<file path="src/rtl/aes128_key_schedule_if.sv">
// ============================================================================
// Module      : aes128_key_schedule_if
// Description : Start/key request and round-key handshake bundle for the
//               AES-128 key schedule.
// Revision    : 1.0 - initial release
// ============================================================================
`default_nettype none

interface aes128_key_schedule_if;
    logic         start_i;
    logic [127:0] key_i;
    logic         rkey_ready_i;
    logic [127:0] rkey_o;
    logic         rkey_valid_o;
    logic [3:0]   round_o;
    logic         busy_o;
    logic         done_o;

    modport master (
        output start_i,
        output key_i,
        output rkey_ready_i,
        input  rkey_o,
        input  rkey_valid_o,
        input  round_o,
        input  busy_o,
        input  done_o
    );

    modport slave (
        input  start_i,
        input  key_i,
        input  rkey_ready_i,
        output rkey_o,
        output rkey_valid_o,
        output round_o,
        output busy_o,
        output done_o
    );
endinterface

`default_nettype wire

</file>
<file path="src/rtl/aes128_key_schedule.sv">
// ============================================================================
// Module      : aes128_key_schedule
// Description : Iterative AES-128 key expansion; emits round keys 0..10, one
//               per valid/ready handshake, from a registered key word.
// Revision    : 1.0 - initial release
// ============================================================================
`default_nettype none

module aes128_key_schedule #(
    parameter bit ZERO_WHEN_IDLE = 1'b1
) (
    input  logic                        clk_i,
    input  logic                        rst_n,
    aes128_key_schedule_if.slave        bus
);

    localparam logic [1:0] S_IDLE       = 2'd0;
    localparam logic [1:0] S_RUN        = 2'd1;
    localparam logic [1:0] S_DONE       = 2'd2;
    localparam logic [3:0] C_LAST_ROUND = 4'd10;
    localparam logic [7:0] C_RCON_INIT  = 8'h01;

    // GF(2^8) arithmetic over x^8 + x^4 + x^3 + x + 1
    function automatic logic [7:0] xtime(input logic [7:0] a);
        return {a[6:0], 1'b0} ^ (a[7] ? 8'h1b : 8'h00);
    endfunction

    function automatic logic [7:0] gf_mul(input logic [7:0] a, input logic [7:0] b);
        logic [7:0] p;
        logic [7:0] aa;
        p  = 8'h00;
        aa = a;
        for (int i = 0; i < 8; i++) begin
            if (b[i]) p = p ^ aa;
            aa = xtime(aa);
        end
        return p;
    endfunction

    // Inverse as a^254 (a^2 * a^4 * ... * a^128); maps 0 to 0 as AES requires.
    function automatic logic [7:0] gf_inv(input logic [7:0] a);
        logic [7:0] sq;
        logic [7:0] acc;
        sq  = a;
        acc = 8'h01;
        for (int i = 1; i < 8; i++) begin
            sq  = gf_mul(sq, sq);
            acc = gf_mul(acc, sq);
        end
        return acc;
    endfunction

    function automatic logic [7:0] sbox(input logic [7:0] a);
        logic [7:0] v;
        v = gf_inv(a);
        return v ^ {v[6:0], v[7]} ^ {v[5:0], v[7:6]} ^ {v[4:0], v[7:5]}
                 ^ {v[3:0], v[7:4]} ^ 8'h63;
    endfunction

    logic [1:0]   state_q, state_d;
    logic [127:0] key_q,   key_d;
    logic [3:0]   round_q, round_d;
    logic [7:0]   rcon_q,  rcon_d;

    logic [31:0]  w_rot;
    logic [31:0]  w_sub;
    logic [31:0]  w_t;
    logic [31:0]  w_n0, w_n1, w_n2, w_n3;
    logic [127:0] w_next_key;
    logic         w_valid;
    logic         w_xfer;

    // Next key is purely combinational from key_q and rcon_q.
    assign w_rot = {key_q[23:0], key_q[31:24]};

    genvar gi;
    generate
        for (gi = 0; gi < 4; gi++) begin : g_sbox
            assign w_sub[8*gi +: 8] = sbox(w_rot[8*gi +: 8]);
        end
    endgenerate

    assign w_t        = w_sub ^ {rcon_q, 24'h000000};
    assign w_n0       = key_q[127:96] ^ w_t;
    assign w_n1       = key_q[95:64]  ^ w_n0;
    assign w_n2       = key_q[63:32]  ^ w_n1;
    assign w_n3       = key_q[31:0]   ^ w_n2;
    assign w_next_key = {w_n0, w_n1, w_n2, w_n3};

    assign w_valid = (state_q == S_RUN);
    assign w_xfer  = w_valid && bus.rkey_ready_i;

    always_ff @(posedge clk_i or negedge rst_n) begin
        if (!rst_n) begin
            state_q <= S_IDLE;
            key_q   <= '0;
            round_q <= '0;
            rcon_q  <= C_RCON_INIT;
        end else begin
            state_q <= state_d;
            key_q   <= key_d;
            round_q <= round_d;
            rcon_q  <= rcon_d;
        end
    end

    always_comb begin
        state_d = state_q;
        key_d   = key_q;
        round_d = round_q;
        rcon_d  = rcon_q;
        case (state_q)
            S_IDLE: begin
                if (bus.start_i) begin
                    state_d = S_RUN;
                    key_d   = bus.key_i;
                    round_d = 4'd0;
                    rcon_d  = C_RCON_INIT;
                end
            end
            S_RUN: begin
                // The last key stays in key_q so it can be held after DONE.
                if (w_xfer) begin
                    if (round_q == C_LAST_ROUND) begin
                        state_d = S_DONE;
                    end else begin
                        key_d   = w_next_key;
                        round_d = round_q + 4'd1;
                        rcon_d  = xtime(rcon_q);
                    end
                end
            end
            S_DONE: begin
                state_d = S_IDLE;
                round_d = 4'd0;
            end
            default: begin
                state_d = S_IDLE;
                round_d = 4'd0;
                rcon_d  = C_RCON_INIT;
            end
        endcase
    end

    always_comb begin
        bus.rkey_valid_o = w_valid;
        bus.round_o      = round_q;
        bus.busy_o       = (state_q == S_RUN) || (state_q == S_DONE);
        bus.done_o       = (state_q == S_DONE);
        bus.rkey_o       = key_q;
        if (ZERO_WHEN_IDLE && !w_valid) begin
            bus.rkey_o = '0;
        end
    end

endmodule

`default_nettype wire

</file>
<file path="src/flat_wrapper.sv">
// flat-port wrapper written by rule: the top's interface ports become plain ports
module aes128_key_schedule_flat 
#(
    parameter bit ZERO_WHEN_IDLE = 1'b1
)
  (clk_i, rst_n, bus_start_i, bus_key_i, bus_rkey_ready_i, bus_rkey_o, bus_rkey_valid_o, bus_round_o, bus_busy_o, bus_done_o);
  aes128_key_schedule_if bus_i ();
  input  logic clk_i;
  input  logic rst_n;
  input wire logic [$bits(bus_i.start_i)-1:0] bus_start_i;
  input wire logic [$bits(bus_i.key_i)-1:0] bus_key_i;
  input wire logic [$bits(bus_i.rkey_ready_i)-1:0] bus_rkey_ready_i;
  output wire logic [$bits(bus_i.rkey_o)-1:0] bus_rkey_o;
  output wire logic [$bits(bus_i.rkey_valid_o)-1:0] bus_rkey_valid_o;
  output wire logic [$bits(bus_i.round_o)-1:0] bus_round_o;
  output wire logic [$bits(bus_i.busy_o)-1:0] bus_busy_o;
  output wire logic [$bits(bus_i.done_o)-1:0] bus_done_o;
  assign bus_i.start_i = bus_start_i;
  assign bus_i.key_i = bus_key_i;
  assign bus_i.rkey_ready_i = bus_rkey_ready_i;
  assign bus_rkey_o = bus_i.rkey_o;
  assign bus_rkey_valid_o = bus_i.rkey_valid_o;
  assign bus_round_o = bus_i.round_o;
  assign bus_busy_o = bus_i.busy_o;
  assign bus_done_o = bus_i.done_o;
  aes128_key_schedule #(.ZERO_WHEN_IDLE(ZERO_WHEN_IDLE)) u_core (.clk_i(clk_i), .rst_n(rst_n), .bus(bus_i));
endmodule
</file>
<file path="config.mk">
export PLATFORM = sky130hd
export DESIGN_NAME = aes128_key_schedule_flat
export DESIGN_NICKNAME = d
export VERILOG_FILES = /design/src/rtl/aes128_key_schedule_if.sv /design/src/rtl/aes128_key_schedule.sv /design/src/flat_wrapper.sv
export SDC_FILE = /design/constraint.sdc
export NUM_CORES = 2
export LEC_CHECK = 0
export CAP_MARGIN = 20
export CORE_MARGIN = 4
export CORE_UTILIZATION = 54
export CTS_BUF_LIST = sky130_fd_sc_hd__clkbuf_4 sky130_fd_sc_hd__clkbuf_8
export DETAILED_ROUTE_END_ITERATION = 6
export PLACE_DENSITY_LB_ADDON = 0.12
export SLEW_MARGIN = 40
export SYNTH_ARGS = -nofsm -noshare
export SYNTH_HDL_FRONTEND = slang
export SYNTH_SLANG_ARGS = --single-unit
export TNS_END_PERCENT = 30
</file>
<file path="constraint.sdc">
create_clock -name clk_i -period 46.8 [get_ports clk_i]
set_input_delay 4.68 -clock clk_i [delete_from_list [all_inputs] [get_ports clk_i]]
set_output_delay 4.68 -clock clk_i [all_outputs]
set_load 0.02 [all_outputs]
</file>
==> impl_metrics.csv <==
group,metric,value,unit
global_routing,grt_overflow,0,
cts,path_clk_slew,0.13,ns
cts,post-cts-setup-buffers,0,
worst_setup_path,critical_path_class,"reg2reg",
cts,cts_sinks,142,
layout,nFillCells,10970,
layout,flops,142,
worst_setup_path,crit_path_start_kind,"register",
worst_setup_path,crit_required,47.27,ns
worst_setup_path,critical_path.slowest_cell,"dfrtp_1",
yosys,syn_nets,8816,
run,tool_warnings,32,
layout,nets,8763,
final_timing,setup-violations-final,0,
final_timing,period_used_share,0.4146,
yosys,async_flop_share,1.000,
place,dpl_cell_area,70600,um2
die,fp_util,0.5467,
final_timing,rsz0062_at_grt,"false",
final_timing,max_slew_margin,0.3692,
status,status,"finished, final reports clean",
yosys,ys_area,65940,um2
global_routing,grt_use_total,0.3224,
cts,cts_max_level,4,
layout,buf_share,0.06614,
cts,cts_tree,"done",
layout,nonClockInverterCount,110,
yosys,ys_warn_count,0,
layout,seq_area,3558,um2
layout,area_growth,8.365,%
die,die-area,127800,um2
final_timing,slew_viol_final,0,
place,dp_cells,10200,
yosys,yosysCellCount,8660,
layout,largest_class,"logic gates",
cts,cts-root-buf,"clkbuf_8",
final_timing,setup_tns,0,ns
worst_setup_path,cpPeakStageDelay,0.90,ns
place,post-place-ws,27.35,ns
layout,final_area,71450,um2
final_timing,hold_ws,0.5350,ns
## worst register-to-register path: cells and delay by family, from the launching register on
family / cells / cell delay, ns
simple gates: 10 / 2.59
mux: 5 / 1.57
xor+xnor: 20 / 7.82
compound gates: 12 / 2.98
fa+ha+maj: 4 / 2.17
flops: 1 / 0.90
buf+inv: 4 / 1.24
## synthesized netlist by cell type (74+ instances only)
library cell / count / share of area
a211oi_1: 84 / 0.0096
a21oi_1: 524 / 0.040
nand3_1: 201 / 0.015
xnor3_1: 331 / 0.11
xnor2_2: 79 / 0.019
nor2_1: 1132 / 0.064
buf_2: 110 / 0.0083
inv_1: 90 / 0.0051
clkbuf_1: 353 / 0.020
nand2_1: 811 / 0.046
o211ai_1: 84 / 0.0096
o22ai_1: 176 / 0.017
o21ai_0: 398 / 0.030
xnor2_1: 1611 / 0.21
nand2b_1: 74 / 0.0070
dfrtp_1: 141 / 0.054
and2_1: 159 / 0.015
nor3_1: 230 / 0.017
mux2i_1: 263 / 0.040
xor2_1: 519 / 0.069
## final timing paths
| kind | from | end | depth (start not counted) |
|---|---|---|---|
| max | u_core.key_q[23]$_DFFE_PN0P_ | u_core.key_q[95]$_DFFE_PN0P_ | 55 |
| min | u_core.key_q[37]$_DFFE_PN0P_ | u_core.key_q[37]$_DFFE_PN0P_ | 2 |
| max reg2reg | u_core.key_q[23]$_DFFE_PN0P_ | u_core.key_q[95]$_DFFE_PN0P_ | 55 |
| min reg2reg | u_core.key_q[37]$_DFFE_PN0P_ | u_core.key_q[37]$_DFFE_PN0P_ | 2 |
| max in group asynchronous | rst_n | u_core.key_q[6]$_DFFE_PN0P_ | 2 |
| min in group asynchronous | rst_n | u_core.key_q[126]$_DFFE_PN0P_ | 1 |
## sequential cells by signal (all words and copies together), names as in the netlist
register            flops
u_core.key_q          128
u_core.state_q          2
u_core.bus.round_o      4
u_core.rcon_q           8
## cell usage in the layout, fill, tap and decap left out, types with 24 or more instances in the layout
master	n
xor2_1	494
xnor3_2	29
mux2i_1	262
buf_4	261
xnor3_1	328
o211ai_1	84
nor2b_1	61
and3_1	58
nor2_1	1125
a32oi_1	35
a31oi_1	67
a21oi_1	523
o21ai_1	24
o221ai_1	32
nand2_1	809
xor2_2	50
a211oi_1	84
nand3_1	201
o31ai_1	28
xor3_1	50
a21o_1	31
o21a_1	29
xnor2_1	1516
xnor2_2	162
and2_1	158
a22oi_1	59
dfrtp_1	138
or3_1	40
nor3_1	229
mux2_2	50
a221oi_1	28
or2_2	29
o22ai_1	175
nand2b_1	73
clkdlybuf4s50_1	265
o21ai_0	398
inv_1	90
## logic make-up after synthesis
logic type | after synthesis | share of synthesized area
AND-OR/OR-AND | 1872 | 0.1826
flip-flops | 142 | 0.05391
XOR/XNOR | 2672 | 0.4610
multiplexers | 326 | 0.05171
buffers and inverters | 714 | 0.05013
adder cells (fa/ha/maj) | 26 | 0.004858
AND/OR/NAND/NOR | 2908 | 0.1958
## metal layers
metal  track usage  part of all wire  up-vias
li1              -                 -    29870
met4       0.08792             0.028       12
met3       0.06491             0.098      316
met1        0.4554              0.43    30290
met5             0            0.0011        -
met2        0.5006              0.44     2788
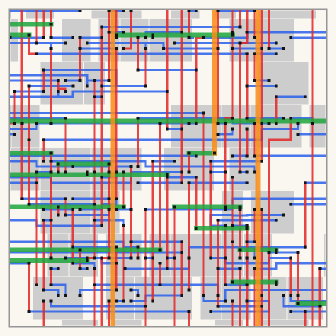
**Above:** a small window of the routed layout.
Region (258, 258) to (278, 278) um. Cells in gray, sequential cells in the stronger gray; small squares are vias.
legend:
  met2:
    color: red
  met3:
    color: green
  met1:
    color: blue
  met4:
    color: orange
most frequent: a21oi_1 (6), o21ai_0 (5)
sequential cells in the window: 0
cells with their middle in the window: 37

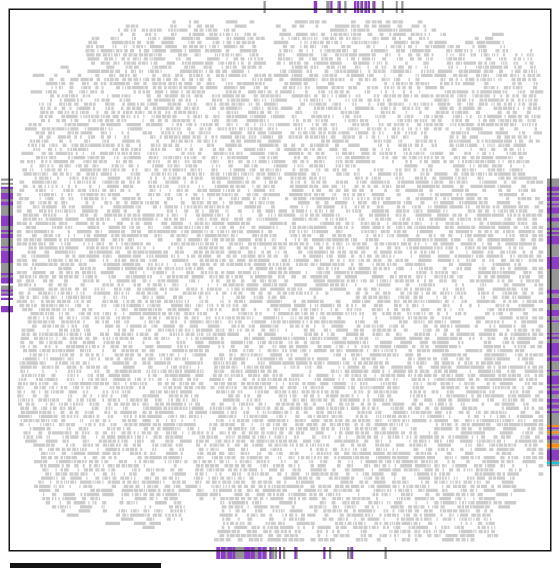
**Above:** I/O pins on the die edge.
Scale bar: 100 um. Pins as bars across the die edge, other pins in gray.
legend:
  bus_key_i:
    color: purple
    pins: 128
    direction: input
    edge: 63 right, 31 left, 24 bottom, 10 top
  bus_round_o:
    color: orange
    pins: 4
    direction: output
    edge: right
  bus_start_i:
    color: cyan
    pins: 1
    direction: input
    edge: right
Port Buf Inserts: 266
Die W: 357.4 um
die height: 357.4 um

